`src/rtl/mem_req_pkg.sv`:
```
// Shared types and defaults for the memory request issuer.
package mem_req_pkg;

    typedef enum logic [2:0] {
        IDLE,
        NUDGE,
        PRESENT,
        ACK,
        DONE,
        RESP
    } state_e;

    localparam int REQ_AW = 32;
    localparam int REQ_DW = 32;

    typedef struct packed {
        logic              mode;
        logic [REQ_AW-1:0] addr;
        logic [REQ_DW-1:0] data;
    } mem_req_t;

    localparam logic [REQ_AW-1:0] NUDGE_XOR_DFLT = 32'h4;

endpackage

```
`src/rtl/mem_req_fifo.sv`:
```
// Synchronous request FIFO; full/empty derived from an occupancy count one bit wider than the pointers.
module mem_req_fifo #(
    parameter int DEPTH = 4,
    parameter int W     = 65
) (
    input  logic         clk,
    input  logic         rst,
    input  logic         push,
    input  logic         pop,
    input  logic [W-1:0] wdata,
    output logic         full,
    output logic         empty,
    output logic [W-1:0] head
);

    localparam int PW = $clog2(DEPTH);

    logic [W-1:0]  slot_q [DEPTH];
    logic [PW-1:0] wr_ptr_q, wr_ptr_d;
    logic [PW-1:0] rd_ptr_q, rd_ptr_d;
    logic [PW:0]   count_q, count_d;

    always_comb begin
        wr_ptr_d = wr_ptr_q;
        rd_ptr_d = rd_ptr_q;
        count_d  = count_q;
        if (push) wr_ptr_d = wr_ptr_q + PW'(1);
        if (pop)  rd_ptr_d = rd_ptr_q + PW'(1);
        case ({push, pop})
            2'b10:   count_d = count_q + (PW+1)'(1);
            2'b01:   count_d = count_q - (PW+1)'(1);
            default: count_d = count_q;
        endcase
    end

    always_ff @(posedge clk) begin
        if (rst) begin
            wr_ptr_q <= '0;
            rd_ptr_q <= '0;
            count_q  <= '0;
        end else begin
            wr_ptr_q <= wr_ptr_d;
            rd_ptr_q <= rd_ptr_d;
            count_q  <= count_d;
        end
    end

    always_ff @(posedge clk) begin
        if (push) slot_q[wr_ptr_q] <= wdata;
    end

    assign full  = (count_q == (PW+1)'(DEPTH));
    assign empty = (count_q == '0);
    assign head  = slot_q[rd_ptr_q];

endmodule

```
`src/rtl/mem_req_issuer.sv`:
```
// Issues queued CPU requests to a change-detecting front-end port, forcing a visible
// change (nudge read) when a request repeats the last presented tuple.
module mem_req_issuer
    import mem_req_pkg::*;
#(
    parameter int            DEPTH     = 4,
    parameter int            AW        = REQ_AW,
    parameter int            DW        = REQ_DW,
    parameter int            TIMEOUT   = 64,
    parameter logic [AW-1:0] NUDGE_XOR = AW'(NUDGE_XOR_DFLT)
) (
    input  logic          clk,
    input  logic          rst,
    input  logic          req_valid,
    output logic          req_ready,
    input  logic          req_mode,
    input  logic [AW-1:0] req_addr,
    input  logic [DW-1:0] req_data,
    output logic          rsp_valid,
    output logic [DW-1:0] rsp_data,
    output logic          rsp_err,
    output logic [AW-1:0] mem_address,
    output logic [DW-1:0] mem_data,
    output logic          mem_mode,
    input  logic          mem_response,
    input  logic [DW-1:0] mem_out,
    output logic          busy
);

    localparam int RW = 1 + AW + DW;
    localparam int CW = $clog2(TIMEOUT + 1);

    typedef struct packed {
        logic          mode;
        logic [AW-1:0] addr;
        logic [DW-1:0] data;
    } req_t;

    state_e        state_q, state_d;
    req_t          cur_q, cur_d;
    req_t          mem_q, mem_d;
    logic          nudge_q, nudge_d;
    logic [CW-1:0] cnt_q, cnt_d;
    logic [DW-1:0] rsp_data_q, rsp_data_d;
    logic          err_q, err_d;

    logic          fifo_full, fifo_empty, fifo_push, fifo_pop;
    logic [RW-1:0] fifo_head;
    req_t          head;

    assign req_ready = !fifo_full && !rst;
    assign fifo_push = req_valid && req_ready;
    assign head      = fifo_head;

    mem_req_fifo #(
        .DEPTH(DEPTH),
        .W    (RW)
    ) u_fifo (
        .clk  (clk),
        .rst  (rst),
        .push (fifo_push),
        .pop  (fifo_pop),
        .wdata({req_mode, req_addr, req_data}),
        .full (fifo_full),
        .empty(fifo_empty),
        .head (fifo_head)
    );

    always_comb begin
        state_d    = state_q;
        cur_d      = cur_q;
        mem_d      = mem_q;
        nudge_d    = nudge_q;
        cnt_d      = cnt_q;
        rsp_data_d = rsp_data_q;
        err_d      = err_q;
        fifo_pop   = 1'b0;
        case (state_q)
            IDLE: begin
                if (!fifo_empty) begin
                    fifo_pop = 1'b1;
                    cur_d    = head;
                    state_d  = (head == mem_q) ? NUDGE : PRESENT;
                end
            end
            NUDGE: begin
                // Read-mode neighbour address; data kept so only addr/mode change.
                mem_d.addr = mem_q.addr ^ NUDGE_XOR;
                mem_d.mode = 1'b0;
                nudge_d    = 1'b1;
                cnt_d      = '0;
                state_d    = ACK;
            end
            PRESENT: begin
                mem_d   = cur_q;
                nudge_d = 1'b0;
                cnt_d   = '0;
                state_d = ACK;
            end
            ACK, DONE: begin
                if (cnt_q == CW'(TIMEOUT - 1)) begin
                    err_d      = 1'b1;
                    rsp_data_d = '0;
                    state_d    = RESP;
                end else begin
                    cnt_d = cnt_q + CW'(1);
                    if (state_q == ACK) begin
                        if (mem_response) state_d = DONE;
                    end else if (!mem_response) begin
                        if (nudge_q) begin
                            state_d = PRESENT;
                        end else begin
                            err_d      = 1'b0;
                            rsp_data_d = cur_q.mode ? '0 : mem_out;
                            state_d    = RESP;
                        end
                    end
                end
            end
            RESP:    state_d = IDLE;
            default: state_d = IDLE;
        endcase
    end

    always_ff @(posedge clk) begin
        if (rst) begin
            state_q    <= IDLE;
            cur_q      <= '0;
            mem_q      <= '0;
            nudge_q    <= 1'b0;
            cnt_q      <= '0;
            rsp_data_q <= '0;
            err_q      <= 1'b0;
        end else begin
            state_q    <= state_d;
            cur_q      <= cur_d;
            mem_q      <= mem_d;
            nudge_q    <= nudge_d;
            cnt_q      <= cnt_d;
            rsp_data_q <= rsp_data_d;
            err_q      <= err_d;
        end
    end

    assign rsp_valid   = (state_q == RESP);
    assign rsp_err     = rsp_valid && err_q;
    assign rsp_data    = rsp_data_q;
    assign mem_address = mem_q.addr;
    assign mem_data    = mem_q.data;
    assign mem_mode    = mem_q.mode;
    assign busy        = (state_q != IDLE) || !fifo_empty;

endmodule

```
`config.mk`:
```
export PLATFORM = sky130hd
export DESIGN_NAME = mem_req_issuer
export DESIGN_NICKNAME = d
export VERILOG_FILES = /design/src/rtl/mem_req_pkg.sv /design/src/rtl/mem_req_fifo.sv /design/src/rtl/mem_req_issuer.sv
export SDC_FILE = /design/constraint.sdc
export NUM_CORES = 1
export LEC_CHECK = 0
export ABC_AREA = 1
export CAP_MARGIN = 5
export CORE_MARGIN = 10
export CORE_UTILIZATION = 60
export CTS_CLUSTER_SIZE = 28
export DETAILED_ROUTE_END_ITERATION = 8
export PLACE_DENSITY = 0.84
export SLEW_MARGIN = 0
export SYNTH_ARGS = -nofsm -noshare
export SYNTH_HDL_FRONTEND = slang
export SYNTH_SLANG_ARGS = --single-unit
```
`constraint.sdc`:
```
create_clock -name clk -period 6.7 [get_ports clk]
set_input_delay 0.67 -clock clk [delete_from_list [all_inputs] [get_ports clk]]
set_output_delay 0.67 -clock clk [all_outputs]
set_load 0.05 [all_outputs]
```
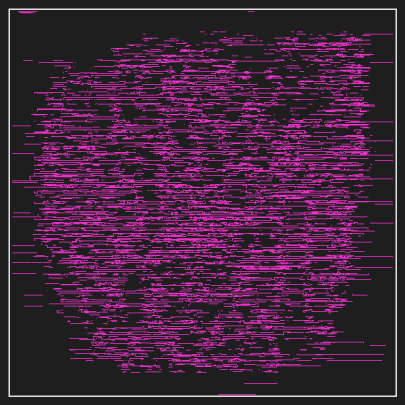
(images/layer_met1.png)
(2 px per um)
longest straight run = 47.8 um
share of all routed wire = 38%
main direction = horizontal
nets with wire on the layer = 1993
wire length on this layer = 18400 um
total routed wirelength: 48.4 mm
DR vias: 14.2k
met1 GRT Util: 0.323

==> run summary <==
Physical design

In the synthesized netlist, the dominant kind of combinational cell is simple AND/OR/NAND/NOR gates. The initial antenna violation count stands at 0. The post-route report lists met1 wire length as 18.4 mm. Counting both buffers and inverters, the worst setup path holds a total of 2. Of the total power, registers draw 0.382.

The net count of the mapped netlist stands at 1958. The maximum vdd drop stands at 0.333 mV. The count of non-filler cells in the finished layout stands at 2431.

The instance count along the most critical hold path stands at 2. The logic depth of the worst setup path including buffers stands at 15. TritonCTS built the clock tree.

STA lists the endpoint of the worst register-to-register path as state_q[1]. Once detailed placement completed, the half-perimeter wirelength came to 30.1 mm. The depth of the CTS H-tree stands at 2. The timing report shows that the slowest cell on the worst path is inv_4. The core region is 29600 sq um.

The total die size stands at 37100 sq um. For this configuration, the core starts out at a cell density of 0.606. The count of instantiated cells in the yosys netlist stands at 1850. The number of max-slew violations in the final report stands at 0.

The non-clock inverters instantiated in the layout total 97. Averaged over all synthesized cells, the footprint is 9.68 sq um. The pre-CTS worst setup slack stands at 2770 ps. Per the final report, the share of cell area in clock cells is 0.0636.

By area, sequential cells come first. The and-or/or-and share of the synthesized area stands at 0.0922. The most common logic cell in the final layout is nand2_1. The chip area line in the Yosys stat output reads 17900 sq um.

In this run, the synthesized area fraction spent on adder and majority cells is recorded as 0.00531. The script parses the final routing iteration and logs DRC violations as 0. Synthesis produced 1850 cells. The floorplan has 63 rows. In the finished design the tool counted flip-flops and latches totalling 443.

The number of signal-net buffers in the layout stands at 214. The run finished with clean final reports. For reference, the critical path cell chain is inv_4 -> buf_4 -> nand2_1 -> nand3_1 -> nand2_1 -> xor2_1 -> nand2_1 -> nor2_1 -> nand2_1 -> nor2_1 -> nand3_1 -> nand2_1 -> nand2_1 -> nand2_1 -> a21oi_1. The number of violations reported at the end of detailed-routing iteration 0 stands at 1595. In this run the register-to-register setup slack is 3080 ps. The number of synthesized flops with an enable pin stands at 260. On the critical path the data arrives at 4020 ps. Summed over all instances, the cell type with the most area after synthesis is edfxtp_1. The library cells used most frequently in the layout, excluding fill and tap cells, are nand2_1 (527), edfxtp_1 (260), clkdlybuf4s50_1 (201), nand3_1 (198). Leaving out buffers and inverters, the combinational logic in the layout accounts for 5590 sq um. The power report lists the combinational group at 3.64 mW. Once placement completed, the tool counted placed cells totaling 2353. The clock buffer count in the final layout stands at 64. The data required time of the worst path stands at 7100 ps. The largest registers in the layout are u_fifo.slot_q (260), cur_q (65). Sequential power for this build is 3.69 mW. The post-synthesis sequential area ratio stands at 0.641. Entering global routing, the biggest net connects 105 pins. The post-layout period usage of the worst path stands at 0.541.

The post-layout net count stands at 2115. The switching share of power stands at 0.406. The proportion of cell area occupied by registers stands at 0.536.

Power spread over the standard cell area amounts to 451 nW/um^2. The number of tapcells stands at 390. The final design was reported to hold multi-input combinational gates totalling 1209.

After synthesis the cells add up to 17900 sq um. From synthesis to final layout, the design area changed by 19.5%. The global router's overall resource usage stands at 0.254. Clock tree synthesis found a total of 443 sinks. The post-placement cell area is 20000 sq um. In the setup report, the worst path falls into the class reg2reg. The clock transition at the register clock pins on the worst setup and hold paths after CTS stands at 60 ps.

Measured against the total synthesized area, the mux share comes to 0. The normalized max-slew margin stands at 0.151. By instance count, the cell type seen most on the critical path is nand2_1.

The met3 demand-to-capacity share in global routing stands at 0.0452. The number of buffers added by the clock tree synthesis step stands at 42. Signal nets in the final route climb as high as met4. The floorplan step set the die height to 193 um. The number of global-route vias before repair came to 13.9k.
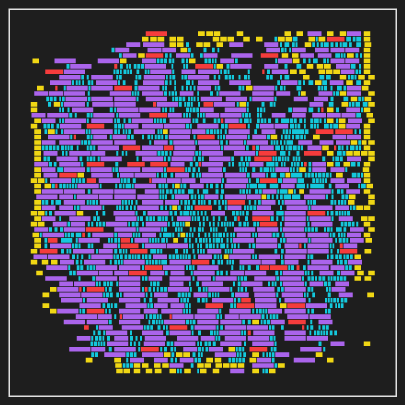
(images/placement_by_type.png)
(2 px per um)
combinational and other logic -> cyan  # cells 1306, share of their area 28%
sequential cells -> purple  # cells 443, share of their area 55%
clock drivers and dummy loads -> red  # cells 78, share of their area 6.5%
remaining buffers and delay cells -> yellow  # cells 214, share of their area 10%

No activity file was given, so power comes from the tool's default toggle rates.
